==> src/rtl/branch_pkg.sv <==
// Shared definitions for the branch resolve unit.
//   - funct3 encodings of the conditional branches
//   - 2-bit saturating counter encodings and their update function
//   - BTB entry layout (valid, tag, target, counter)
package branch_pkg;

   // Width of the tag/target fields stored in a BTB entry. Instances must
   // use XLEN <= ADDR_W; narrower addresses are zero-extended on write.
   localparam int ADDR_W = 32;

   localparam logic [2:0] F3_BEQ  = 3'b000;
   localparam logic [2:0] F3_BNE  = 3'b001;
   localparam logic [2:0] F3_BLT  = 3'b100;
   localparam logic [2:0] F3_BGE  = 3'b101;
   localparam logic [2:0] F3_BLTU = 3'b110;
   localparam logic [2:0] F3_BGEU = 3'b111;

   localparam logic [1:0] CTR_SNT = 2'b00;
   localparam logic [1:0] CTR_WNT = 2'b01;
   localparam logic [1:0] CTR_WT  = 2'b10;
   localparam logic [1:0] CTR_ST  = 2'b11;

   typedef struct packed {
      logic              valid;
      logic [ADDR_W-1:0] tag;
      logic [ADDR_W-1:0] target;
      logic [1:0]        ctr;
   } btb_entry_t;

   // Saturating 2-bit counter step toward the resolved direction.
   function automatic logic [1:0] ctr_update(input logic [1:0] ctr, input logic taken);
      if (taken) begin
         return (ctr == CTR_ST) ? CTR_ST : ctr + 2'd1;
      end
      return (ctr == CTR_SNT) ? CTR_SNT : ctr - 2'd1;
   endfunction

endpackage

==> src/rtl/branch_resolve_if.sv <==
// Branch comparator link.
//   br_un    : request unsigned compare (BLTU/BGEU)
//   br_less  : rs1 < rs2 under the requested signedness
//   br_equal : rs1 == rs2
// master = branch_resolve (consumer of the result), slave = comparator.
interface branch_resolve_if;
   logic br_un;
   logic br_less;
   logic br_equal;

   modport master (output br_un, input br_less, input br_equal);
   modport slave  (input br_un, output br_less, output br_equal);
endinterface

==> src/rtl/branch_resolve_btb.sv <==
// Direct-mapped BTB storage.
//   clk, rst        : clock, synchronous active-high reset (clears every entry)
//   rd_idx_a/rd_a   : combinational read port (fetch lookup)
//   rd_idx_b/rd_b   : combinational read port (EX-stage hit check)
//   wr_en/idx/data  : single write port, applied on the rising edge
// Reads never see a same-cycle write; they return the stored value.
module btb_table
   import branch_pkg::*;
#(
   parameter int ENTRIES = 16,
   parameter int IDX_W   = $clog2(ENTRIES)
) (
   input  logic             clk,
   input  logic             rst,
   input  logic [IDX_W-1:0] rd_idx_a,
   output btb_entry_t       rd_a,
   input  logic [IDX_W-1:0] rd_idx_b,
   output btb_entry_t       rd_b,
   input  logic             wr_en,
   input  logic [IDX_W-1:0] wr_idx,
   input  btb_entry_t       wr_data
);

   btb_entry_t mem [ENTRIES];

   always_ff @(posedge clk) begin
      if (rst) begin
         for (int unsigned i = 0; i < ENTRIES; i++) begin
            mem[i] <= '{valid: 1'b0, tag: '0, target: '0, ctr: CTR_WNT};
         end
      end else if (wr_en) begin
         mem[wr_idx] <= wr_data;
      end
   end

   assign rd_a = mem[rd_idx_a];
   assign rd_b = mem[rd_idx_b];

endmodule

==> src/rtl/branch_resolve.sv <==
// Branch resolve unit.
//   clk, rst          : clock, synchronous active-high reset
//   if_pc             : fetch PC; pred_taken/pred_target are its BTB prediction
//   ex_*              : EX-stage instruction, its decoded kind, target and the
//                       prediction carried from fetch
//   cmp               : comparator link (br_un out, br_less/br_equal in)
//   redirect_valid/pc : registered one-cycle redirect on a mispredict
//   flush             : same as redirect_valid, kills IF/ID
//   branch_count      : resolved control transfers (wraps)
//   mispredict_count  : redirects issued (wraps)
module branch_resolve
   import branch_pkg::*;
#(
   parameter int BTB_ENTRIES = 16,
   parameter int IDX_W       = $clog2(BTB_ENTRIES),
   parameter int XLEN        = 32
) (
   input  logic            clk,
   input  logic            rst,
   input  logic [XLEN-1:0] if_pc,
   output logic            pred_taken,
   output logic [XLEN-1:0] pred_target,
   input  logic            ex_valid,
   input  logic            ex_stall,
   input  logic            ex_is_branch,
   input  logic            ex_is_jal,
   input  logic            ex_is_jalr,
   input  logic [2:0]      ex_funct3,
   input  logic [XLEN-1:0] ex_pc,
   input  logic [XLEN-1:0] ex_target,
   input  logic            ex_pred_taken,
   input  logic [XLEN-1:0] ex_pred_target,
   branch_resolve_if.master cmp,
   output logic            redirect_valid,
   output logic [XLEN-1:0] redirect_pc,
   output logic            flush,
   output logic [31:0]     branch_count,
   output logic [31:0]     mispredict_count
);

   localparam int TAG_W = XLEN - IDX_W - 2;

   // ---------------- fetch lookup ----------------
   logic [IDX_W-1:0] f_idx;
   logic [TAG_W-1:0] f_tag;
   btb_entry_t       f_ent;
   logic             f_hit;

   assign f_idx = if_pc[IDX_W+1:2];
   assign f_tag = if_pc[XLEN-1:IDX_W+2];
   assign f_hit = f_ent.valid && (f_ent.tag == ADDR_W'(f_tag));

   assign pred_taken  = f_hit && f_ent.ctr[1];
   assign pred_target = pred_taken ? XLEN'(f_ent.target) : '0;

   // ---------------- EX resolve ----------------
   logic [IDX_W-1:0] e_idx;
   logic [TAG_W-1:0] e_tag;
   btb_entry_t       e_ent;
   logic             e_hit;
   logic             fire;
   logic             counted;
   logic             taken;
   logic             mispredict;
   logic [XLEN-1:0]  correct_pc;

   assign e_idx = ex_pc[IDX_W+1:2];
   assign e_tag = ex_pc[XLEN-1:IDX_W+2];
   assign e_hit = e_ent.valid && (e_ent.tag == ADDR_W'(e_tag));

   assign cmp.br_un = ex_funct3[1];

   // The instruction sitting in EX while a redirect is out is wrong-path.
   assign fire = ex_valid && !ex_stall && !redirect_valid;

   always_comb begin
      counted = 1'b0;
      taken   = 1'b0;
      if (ex_is_jal || ex_is_jalr) begin
         counted = 1'b1;
         taken   = 1'b1;
      end else if (ex_is_branch) begin
         counted = 1'b1;
         case (ex_funct3)
            F3_BEQ:           taken = cmp.br_equal;
            F3_BNE:           taken = !cmp.br_equal;
            F3_BLT, F3_BLTU:  taken = cmp.br_less;
            F3_BGE, F3_BGEU:  taken = !cmp.br_less;
            default:          counted = 1'b0;
         endcase
      end
   end

   assign mispredict = fire && counted &&
                       ((taken != ex_pred_taken) ||
                        (taken && (ex_target != ex_pred_target)));

   assign correct_pc = taken ? ex_target : ex_pc + XLEN'(4);

   // ---------------- BTB update ----------------
   logic       wr_en;
   btb_entry_t wr_data;

   always_comb begin
      wr_en   = 1'b0;
      wr_data = e_ent;
      if (fire && counted && !ex_is_jalr) begin
         if (ex_is_jal) begin
            wr_en   = 1'b1;
            wr_data = '{valid: 1'b1, tag: ADDR_W'(e_tag),
                        target: ADDR_W'(ex_target), ctr: CTR_ST};
         end else if (e_hit) begin
            wr_en       = 1'b1;
            wr_data.ctr = ctr_update(e_ent.ctr, taken);
            if (taken) begin
               wr_data.target = ADDR_W'(ex_target);
            end
         end else if (taken) begin
            wr_en   = 1'b1;
            wr_data = '{valid: 1'b1, tag: ADDR_W'(e_tag),
                        target: ADDR_W'(ex_target), ctr: CTR_WT};
         end
      end
   end

   btb_table #(
      .ENTRIES (BTB_ENTRIES),
      .IDX_W   (IDX_W)
   ) u_btb (
      .clk      (clk),
      .rst      (rst),
      .rd_idx_a (f_idx),
      .rd_a     (f_ent),
      .rd_idx_b (e_idx),
      .rd_b     (e_ent),
      .wr_en    (wr_en),
      .wr_idx   (e_idx),
      .wr_data  (wr_data)
   );

   // ---------------- redirect and perf counters ----------------
   always_ff @(posedge clk) begin
      if (rst) begin
         redirect_valid   <= 1'b0;
         redirect_pc      <= '0;
         branch_count     <= '0;
         mispredict_count <= '0;
      end else begin
         redirect_valid <= mispredict;
         if (mispredict) begin
            redirect_pc <= correct_pc;
         end
         if (fire && counted) begin
            branch_count <= branch_count + 32'd1;
         end
         if (mispredict) begin
            mispredict_count <= mispredict_count + 32'd1;
         end
      end
   end

   assign flush = redirect_valid;

   // PC byte-offset bits and the counter's low bit at fetch carry no information here.
   logic unused_bits;
   assign unused_bits = ^{if_pc[1:0], ex_pc[1:0], f_ent.ctr[0]};

endmodule

==> src/flat_wrapper.sv <==
// flat-port wrapper written by rule: the top's interface ports become plain ports
module branch_resolve_flat import branch_pkg::*;
#(
   parameter int BTB_ENTRIES = 16,
   parameter int IDX_W       = $clog2(BTB_ENTRIES),
   parameter int XLEN        = 32
)
  (clk, rst, if_pc, pred_taken, pred_target, ex_valid, ex_stall, ex_is_branch, ex_is_jal, ex_is_jalr, ex_funct3, ex_pc, ex_target, ex_pred_taken, ex_pred_target, redirect_valid, redirect_pc, flush, branch_count, mispredict_count, cmp_br_un, cmp_br_less, cmp_br_equal);
  branch_resolve_if cmp_i ();
  input  logic clk;
  input  logic rst;
  input  logic [XLEN-1:0] if_pc;
  output logic pred_taken;
  output logic [XLEN-1:0] pred_target;
  input  logic ex_valid;
  input  logic ex_stall;
  input  logic ex_is_branch;
  input  logic ex_is_jal;
  input  logic ex_is_jalr;
  input  logic [2:0] ex_funct3;
  input  logic [XLEN-1:0] ex_pc;
  input  logic [XLEN-1:0] ex_target;
  input  logic ex_pred_taken;
  input  logic [XLEN-1:0] ex_pred_target;
  output logic redirect_valid;
  output logic [XLEN-1:0] redirect_pc;
  output logic flush;
  output logic [31:0] branch_count;
  output logic [31:0] mispredict_count;
  output wire logic [$bits(cmp_i.br_un)-1:0] cmp_br_un;
  input wire logic [$bits(cmp_i.br_less)-1:0] cmp_br_less;
  input wire logic [$bits(cmp_i.br_equal)-1:0] cmp_br_equal;
  assign cmp_br_un = cmp_i.br_un;
  assign cmp_i.br_less = cmp_br_less;
  assign cmp_i.br_equal = cmp_br_equal;
  branch_resolve #(.BTB_ENTRIES(BTB_ENTRIES), .IDX_W(IDX_W), .XLEN(XLEN)) u_core (.clk(clk), .rst(rst), .if_pc(if_pc), .pred_taken(pred_taken), .pred_target(pred_target), .ex_valid(ex_valid), .ex_stall(ex_stall), .ex_is_branch(ex_is_branch), .ex_is_jal(ex_is_jal), .ex_is_jalr(ex_is_jalr), .ex_funct3(ex_funct3), .ex_pc(ex_pc), .ex_target(ex_target), .ex_pred_taken(ex_pred_taken), .ex_pred_target(ex_pred_target), .cmp(cmp_i), .redirect_valid(redirect_valid), .redirect_pc(redirect_pc), .flush(flush), .branch_count(branch_count), .mispredict_count(mispredict_count));
endmodule
==> config.mk <==
export PLATFORM = sky130hd
export DESIGN_NAME = branch_resolve_flat
export DESIGN_NICKNAME = d
export VERILOG_FILES = /design/src/rtl/branch_pkg.sv /design/src/rtl/branch_resolve_if.sv /design/src/rtl/branch_resolve_btb.sv /design/src/rtl/branch_resolve.sv /design/src/flat_wrapper.sv
export SDC_FILE = /design/constraint.sdc
export NUM_CORES = 2
export LEC_CHECK = 0
export CORE_UTILIZATION = 45
export CTS_CLUSTER_SIZE = 14
export DETAILED_ROUTE_END_ITERATION = 7
export SLEW_MARGIN = 20
export SYNTH_ARGS = -nofsm -noshare
export SYNTH_HDL_FRONTEND = slang
export SYNTH_SLANG_ARGS = --single-unit
export TNS_END_PERCENT = 1
==> constraint.sdc <==
create_clock -name clk -period 8.55 [get_ports clk]
set_input_delay 0.855 -clock clk [delete_from_list [all_inputs] [get_ports clk]]
set_output_delay 0.855 -clock clk [all_outputs]
set_load 0.1 [all_outputs]
Fig. 1: signal wires on met2
(1 px per um)
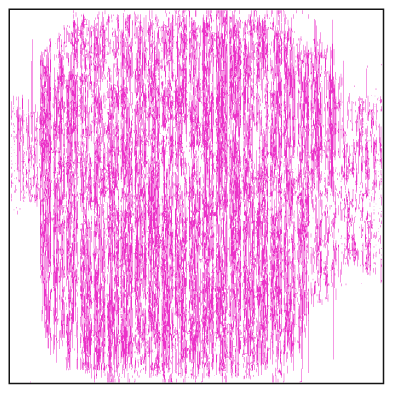
share of all routed wire: 45%
nets with wire on the layer: 4020

Fig. 2: power grid
(1 px per um) Pins as bars on the die edge. Tap cells in grey.
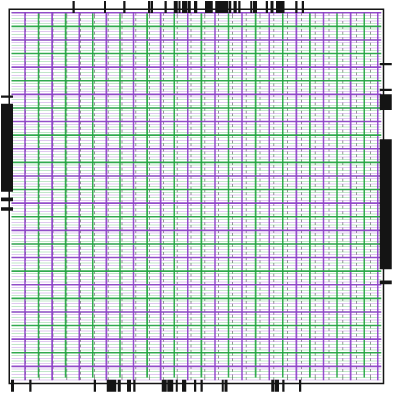
[VSS] purple
[VDD] green
met5 straps: 27
met1 rails: 136
rows: 135

Fig. 3: clock routing
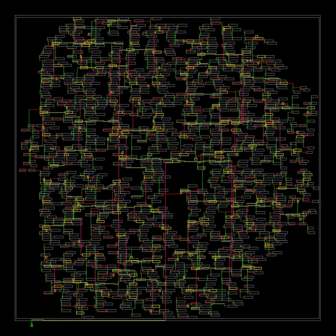
CTS sink cnt: 1169
CLK BUF: 176
Latency at later pin: 0.80 ns
power in the clock group: 0.00573 W

Fig. 4: metal layers overlaid
(1 px per um)
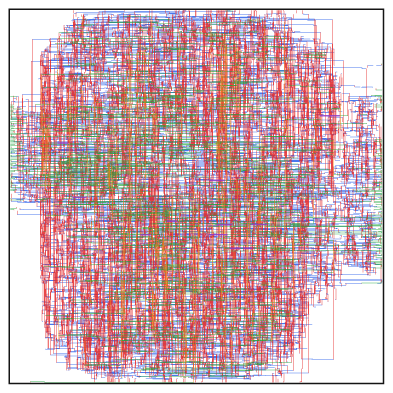
[metal 5] purple | wire length: 133 um
[metal 2] red | wire length: 101 mm
[metal 1] blue | wire length: 84.4 mm
[metal 3] green | wire length: 28.4 mm
[metal 4] orange | wire length: 8550 um

Fig. 5: M3 wires
(1 px per um) Cells faint in the background.
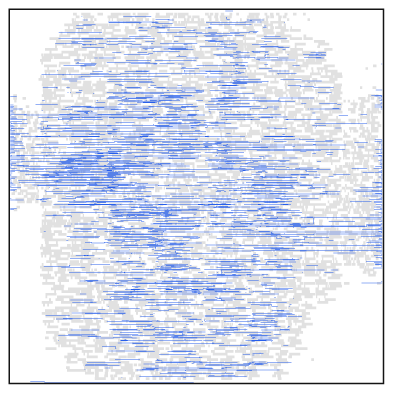
nets with wire on the layer: 697
wire length on this layer: 28.4 mm
longest straight run: 231 um

==> Slide: Implementation Results <==
Key Metrics from the Run

Outcome
  • Status: finished, final reports clean

Floorplan
  • Initial Utilization: 45.5%
  • Io pins: 273
  • Chip area: 139000 um2
  • Core ar.: 136000 um2
  • Die Height: 373 um

Setup path
  • Buf/Inv on CP: 4
  • Reg2reg end: u_core.u_btb.mem[15][22]
  • Critical Path RT: 7.70 ns
  • CP Data Arrival Time: 6.25 ns
  • FF-to-FF Start: u_core.u_btb.mem[2][54]
  • Critical path launch point type: input port
  • Crit path capture type: primary output
  • Crit. Startpoint: if_pc[2]
  • Crit-path slowest cell: clkdlybuf4s50_1
  • Reg2reg setup slack: 2.96 ns
  • Crit path max-delay family: buffers and inverters
  • Critical path class: input port to primary output

Cells and area
  • Fill count: 11462
  • Logic area: 26300 um2
  • Top cells excl fill/tap: edfxtp_1, nor3_1, mux4_2
  • Largest register FFs: 1072
  • Clk tree area frac: 6.04%
  • Final non-filler cell total: 6381
  • Inverters excl. clock: 28
  • Combinational fraction of the cell area: 37.1%
  • Most flops, register: u_core.u_btb.mem
  • Seq/total area: 48.1%
  • Combinational Gates: 2744
  • Fin nets: 4641
  • ANT cells: 5

Timing
  • Fmax: 0.141 GHz
  • Setup TNS: 0 ns
  • Hold_ws: 0.456 ns
  • Final setup fails: 0
  • Worst slew margin: 16.4%
  • RSZ-0062 raised after global routing: no
  • Worst Tran Pin Value: 1.25 ns
  • Final WS setup: 1.45 ns

Synthesis
  • XORs/XNORs by Area: 2.41%
  • Most common cell in the netlist: edfxtp_1
  • Syn Std Cell Area: 61800 um2
  • Compound-Gate Fraction of Synth Area: 2.48%
  • Yosys cell types: 78
  • Synth logic family: multiplexers
  • Mux share: 23.0%
  • Top post-synthesis cells by area: edfxtp_1, mux4_2, nor3_1
  • Yosys stat area: 61800 um2
  • Synthesized netlist cell count: 4306

Route
  • M1 WL: 84400 um
  • Total Wirelength: 222000 um
  • Detailed Routing Iterations Pass 1: 5
  • Iteration-0 DRC Markers: 5984
  • Post-route ant nets: 0
  • Met3 Wirelength: 28400 um
  • Via count: 42828

Clock network
  • Setup Buffers After CTS: 0
  • Post-CTS resize count: 0
  • Clock Tree Buf Depth: 3
  • CTS Buf Count: 136
  • CTS tree: done
  • CTS H-tree depth: 4

Place
  • Port Buffers: 270
  • GP Congestion: 0.861

Pwr
  • Seq pwr: 0.00655 W
  • Lkg Pwr: 23.0 nW
  • Power Density: 200 nW/um2
  • Sw Ratio: 26.6%
  • P_comb: 0.00193 W
  • Sequential Power Share: 46.1%
  • Pwr top: sequential cells
  • Psw: 0.00378 W

Hold path
  • Hold EP: u_core.redirect_pc[19]
  • Min-delay src: u_core.redirect_pc[19]

Global route
  • Number of global-route vias before repair: 42082
  • GRT met3 Usage: 9.34%
  • Initial antenna violation count: 16
  • First-pass GRT wire length: 315000 um
  • Largest net degree at the start of global routing: 184
  • Grt ovf: 0
Power is estimated from default activity; no workload was simulated.
